[src/rtl/icache_controller.sv]
// icache_controller
//   Direct-mapped instruction-cache controller. It sits in front of a cache
//   set (data RAM + tag/valid RAM with tag compare). It serves CPU fetches on
//   a hit, fetches the word from backing memory and fills the set on a miss,
//   and sequences the invalidate sweep after reset or on flush.
//
// Ports
//   i_clock, i_reset        clock, asynchronous active-high reset
//   i_rd, i_addr            CPU fetch request, held until o_ready
//   i_flush                 invalidate the whole cache
//   o_data, o_ready         returned word, one-cycle completion pulse
//   o_busy                  high during the invalidate sweep
//   o_mem_*, i_mem_*        backing-memory read handshake
//   o_set_*, i_set_*        cache-set control; read data/hit lag index by 1 cycle
module icache_controller #(
  parameter int DATA_WIDTH  = 32,
  parameter int TAG_WIDTH   = 10,
  parameter int INDEX_WIDTH = 6,
  parameter int ADDR_WIDTH  = TAG_WIDTH + INDEX_WIDTH + 2
) (
  input  logic                   i_clock,
  input  logic                   i_reset,
  input  logic                   i_rd,
  input  logic [ADDR_WIDTH-1:0]  i_addr,
  input  logic                   i_flush,
  output logic [DATA_WIDTH-1:0]  o_data,
  output logic                   o_ready,
  output logic                   o_busy,
  output logic [ADDR_WIDTH-1:0]  o_mem_addr,
  output logic                   o_mem_rd,
  input  logic [DATA_WIDTH-1:0]  i_mem_data,
  input  logic                   i_mem_ack,
  output logic [INDEX_WIDTH-1:0] o_set_index,
  output logic [TAG_WIDTH-1:0]   o_set_tag,
  output logic                   o_set_wr,
  output logic                   o_set_cl,
  output logic [DATA_WIDTH-1:0]  o_set_data,
  input  logic [DATA_WIDTH-1:0]  i_set_data,
  input  logic                   i_set_hit
);

  localparam int LINE_WIDTH = TAG_WIDTH + INDEX_WIDTH;

  typedef enum logic [2:0] {
    ST_INIT,
    ST_IDLE,
    ST_LOOKUP,
    ST_FETCH,
    ST_FILL
  } state_t;

  state_t                 state_q, state_d;
  logic [INDEX_WIDTH-1:0] sweep_q, sweep_d;
  logic                   flush_pend_q, flush_pend_d;
  logic [LINE_WIDTH-1:0]  line_q, line_d;    // {tag, index} of the request in flight
  logic [DATA_WIDTH-1:0]  fill_q, fill_d;

  logic [LINE_WIDTH-1:0]  req_line;
  logic                   unused_addr_bits;

  // Byte-offset bits never select anything: the cache is word-granular.
  assign req_line         = i_addr[ADDR_WIDTH-1:2];
  assign unused_addr_bits = &{1'b0, i_addr[1:0]};

  always_ff @(posedge i_clock or posedge i_reset) begin
    if (i_reset) begin
      state_q      <= ST_INIT;
      sweep_q      <= '0;
      flush_pend_q <= 1'b0;
      line_q       <= '0;
      fill_q       <= '0;
    end else begin
      state_q      <= state_d;
      sweep_q      <= sweep_d;
      flush_pend_q <= flush_pend_d;
      line_q       <= line_d;
      fill_q       <= fill_d;
    end
  end

  always_comb begin
    state_d      = state_q;
    sweep_d      = sweep_q;
    flush_pend_d = flush_pend_q;
    line_d       = line_q;
    fill_d       = fill_q;

    o_data      = '0;
    o_ready     = 1'b0;
    o_busy      = 1'b0;
    o_mem_addr  = '0;
    o_mem_rd    = 1'b0;
    o_set_index = line_q[INDEX_WIDTH-1:0];
    o_set_tag   = line_q[LINE_WIDTH-1:INDEX_WIDTH];
    o_set_wr    = 1'b0;
    o_set_cl    = 1'b0;
    o_set_data  = fill_q;

    // A flush that arrives while busy is remembered and taken at the next IDLE,
    // so the request in flight still completes normally.
    if (i_flush && (state_q != ST_IDLE)) begin
      flush_pend_d = 1'b1;
    end

    case (state_q)
      ST_INIT: begin
        o_busy      = 1'b1;
        o_set_cl    = 1'b1;
        o_set_index = sweep_q;
        sweep_d     = sweep_q + 1'b1;
        // Terminal-count exit: the counter wraps to 0 here, so index 0 is
        // not cleared a second time.
        if (sweep_q == {INDEX_WIDTH{1'b1}}) begin
          state_d = ST_IDLE;
        end
      end

      ST_IDLE: begin
        // Present the incoming address straight away so the set RAM samples
        // index/tag on the same edge that accepts the request.
        o_set_index = req_line[INDEX_WIDTH-1:0];
        o_set_tag   = req_line[LINE_WIDTH-1:INDEX_WIDTH];
        if (i_flush || flush_pend_q) begin
          sweep_d      = '0;
          flush_pend_d = 1'b0;
          state_d      = ST_INIT;
        end else if (i_rd) begin
          line_d  = req_line;
          state_d = ST_LOOKUP;
        end
      end

      ST_LOOKUP: begin
        if (i_set_hit) begin
          o_ready = 1'b1;
          o_data  = i_set_data;
          state_d = ST_IDLE;
        end else begin
          state_d = ST_FETCH;
        end
      end

      ST_FETCH: begin
        o_mem_rd   = 1'b1;
        o_mem_addr = {line_q, 2'b00};
        if (i_mem_ack) begin
          fill_d  = i_mem_data;
          state_d = ST_FILL;
        end
      end

      ST_FILL: begin
        o_set_wr = 1'b1;
        o_ready  = 1'b1;
        o_data   = fill_q;
        state_d  = ST_IDLE;
      end

      default: begin
        sweep_d = '0;
        state_d = ST_INIT;
      end
    endcase
  end

endmodule

[config.mk]
export PLATFORM = sky130hd
export DESIGN_NAME = icache_controller
export DESIGN_NICKNAME = d
export VERILOG_FILES = /design/src/rtl/icache_controller.sv
export SDC_FILE = /design/constraint.sdc
export NUM_CORES = 1
export LEC_CHECK = 0
export CAP_MARGIN = 20
export CORE_MARGIN = 1.5
export CORE_UTILIZATION = 34
export CTS_CLUSTER_DIAMETER = 60
export DETAILED_ROUTE_END_ITERATION = 10
export PLACE_DENSITY = 0.84
export SLEW_MARGIN = 20
export SYNTH_ARGS = -nofsm -noshare
export SYNTH_HDL_FRONTEND = slang
export SYNTH_SLANG_ARGS = --single-unit
[constraint.sdc]
create_clock -name i_clock -period 1.75 [get_ports i_clock]
set_clock_uncertainty 0.15 [all_clocks]
set_input_delay 0.35 -clock i_clock [delete_from_list [all_inputs] [get_ports i_clock]]
set_output_delay 0.35 -clock i_clock [all_outputs]
set_load 0.02 [all_outputs]
==> changes_impl.md <==
## Flow update

- Result of the run: finished with violations
- Violated checks: design-rule violations, negative setup slack
- Top power group: sequential cells
- Sw frac: 0.286
- Maximum number of pins on one net before global-route repair: around 60
- Min cycle time layout: 2290 ps
- Reg-to-reg critical path startpoint: state_q[0]
- Number of diodes added for antenna fixing: 0
- Total die size: 9770 um^2
- Final setup TNS: -46,530 ps
- Top logic cell by instance count in the layout: sky130_fd_sc_hd__buf_6
- Global-route total usage across every layer: 0.233
- Worst Setup SP: state_q[1]
- Total CTS buffers: 9
- Finished Layout Cells: 627
- Dominant cell area share: 0.465
- Post-Place Cell Area: between 5000 and 6000 um^2
- Layout cell share with drive strength beyond 1: 0.593
- Wire length of the first global-routing pass: 17.6 mm
- R2R depth: 9
- Proportion of power drawn by the clock network: 0.313
- Gate count after technology mapping: 250
- Endpoint class of the critical path: output pin
- Clock Sinks: 58
- Leading area contributor after synthesis: sky130_fd_sc_hd__dfrtp_1
- Post-placement cell count: 567
- Sort of element at the start of the critical path: flip-flop
- Power per unit of standard cell area: ~640 nW/um^2
- Critical path fanouts, max: 8
- Clock transition at the registers of the reported paths: 70 ps
- Count of hold buffers inserted by post-cts repair: 0
- I/O pin count: 191
- Most common cell in the synthesized netlist: sky130_fd_sc_hd__dfrtp_1
- Flip-flops with a built-in enable: 0
- Gate Area: 2160 um^2
- CTS H-tree depth: 3
- Worst hold path type: in -> async
- Latest clock arrival within the worst-skew pair: 330 ps
- Number of routed nets with antenna violations: 0
- VDD IR max: 0.430 mV
- FF+latch count, synth: a little under 60
- Power Combinational: 1.45 mW
- Power attributed to the clock group: 1.37 mW
- Total of warnings raised by yosys: 0
- Internal power component: 3.13 mW
- Most Used Layer, Global Route: met2
- Post-route DRC violation count: 11
- Met3 routing resource usage after global routing: 0.0702
- Met1 wire length: 4.45 mm
- Fin worst setup slack: -543 ps
- Avg Synthesized Cell Area: 12.5 um^2
- Sequential cell area fraction in the yosys report: 0.465
- Ordered list of cells on the worst path: buf_6 > nor3b_4 > buf_6 > mux2_4 > buf_6
- Lkg Pwr: 3.56 nW
- Die height: 98.8 um
- Number of gates given a new drive strength after cts: 468
- First-pass iteration count of the detailed router: 9
- Min Hold Slack: 292 ps
- DP HPWL: 7.10 mm
- End of the worst register-to-register path: o_set_data[14]
- Routed wirelength normalized by instance count: 18.8 um
- Type of the worst setup path: reg -> out
- Sequential logic power: 1.56 mW
- Destination of the critical timing path: o_set_tag[6]
- # Max-Cap Violations: 0
- Prevailing post-synth register cell: sky130_fd_sc_hd__dfrtp_1
- Achievable Freq: approximately 0.44 GHz
- Crit path buffers/inverters: 3
- Number of vias per cell: 5.12
- Register area: 1450 um^2
- Worst path arrival time: ~1800 ps
- Number of OpenROAD warnings: 31
- Final global-route overflow total: 0
- Crit path max-delay cell type: sky130_fd_sc_hd__dfrtp_2
- Unrepaired setup endpoints after global routing: yes
- Total met3 wirelength after detailed routing: 713 um
- Top cells by area: sky130_fd_sc_hd__dfrtp_1 46%, sky130_fd_sc_hd__mux2_2 18%, sky130_fd_sc_hd__a22o_1 10%
- Buffer count from post-CTS setup fixing: 32
- Total of endpoints with negative setup slack in the final report: 122
- Endpoint required time on the critical path: 1250 ps
- Worst path top cell family by delay: buffers and inverters
- Final clock period utilization by the worst path: 1.31
- Peak per-stage delay on the critical path: between 400 and 500 ps
- Area figure in the yosys stat output: around 3100 um^2
- Count of nets after finishing: 603
- Switching power total: roughly 1.3 mW
- Crit-path most repeated cell: sky130_fd_sc_hd__buf_6
- Final instance area: 6900 um^2
- Routed wire length: 11.8 mm
- Number of stages on the worst setup path: 5
- Vias: 3,212
- Cell variety after synth: 37
- Pre-placement core utilization: 0.355
- Final core utilization: 0.784
- CTS tree: built
- Final tally of hold violations: 0
- RD Place Congestion: 0.755
- Part of the total power dissipated in combinational logic: 0.331
- Worst-case clock buffer depth: 2
- Setup slack of the worst register-to-register path: -400 ps
- Cell total in the yosys stat output: 250
- Number of antenna violations at the first check in global routing: 0
- Netlist area before placement: 3120 um^2
- Detailed Route Iter0 Violations: 54
- Post-placement worst setup slack: -879 ps
- Leading cell types by count after synthesis: 58 x sky130_fd_sc_hd__dfrtp_1, 49 x sky130_fd_sc_hd__mux2_2, 36 x sky130_fd_sc_hd__a22o_1, 16 x sky130_fd_sc_hd__and2_1, 10 x sky130_fd_sc_hd__buf_2
==> cell type report <==
type                       instances  share of cell area
clock inverter                     5              0.0112
tap                              108              0.0196
clock buffer                      11              0.0205
sequential                        58               0.211
timing repair buffer             272               0.422
inverter                           3             0.00218
multi-input combinational        170               0.314
==> kinds of logic (layout without fill, tap and decap cells) <==
group,count (synthesis),in the layout,synth area share
mux,65,65,0.243
flops,58,58,0.465
compound gates,51,51,0.134
simple gates,47,48,0.0998
buf+inv,24,291,0.0449
xor+xnor,3,3,0.00841
fa+ha+maj,1,1,0.00401
other cells,1,2,0.00120
==> registers in the layout, summed over array words and instances, names as in the netlist <==
signal / count
state_q: 3
sweep_q: 6
line_q: 16
flush_pend_q: 1
o_set_data: 32
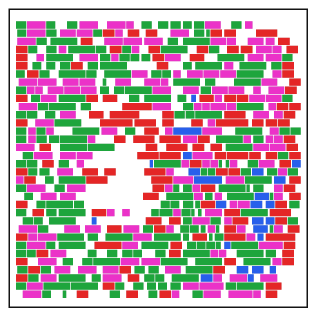
*Cell sizes after repair*
(3 px per um)
_3 and _4 cells: marked magenta, cells 159. _6 and larger: marked red, cells 125. _0 and _1 cells: marked green, cells 211. _2 cells: marked blue, cells 24.

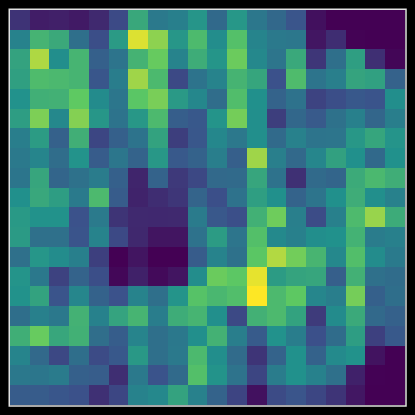
*Routed metal per tile*
(4 px per um) The die is cut into 20 by 20 equal tiles; dark purple is low, yellow is high, scaled to the fullest tile. Values are wire area over tile area, all layers added.
The fullest tile reaches 0.47. 32% of the tiles are over half the peak. The emptiest ninth of the die: upper right. The mean over all tiles is 0.19. 4.3% of the tiles are nearly empty.

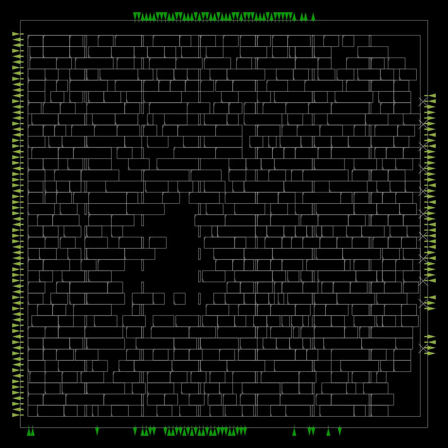
*Cell outlines without signal wires*
filler cell count: 526
Placeable Area: 8810 um^2

Power figures rest on the tool's default switching activity, not on a simulated workload.
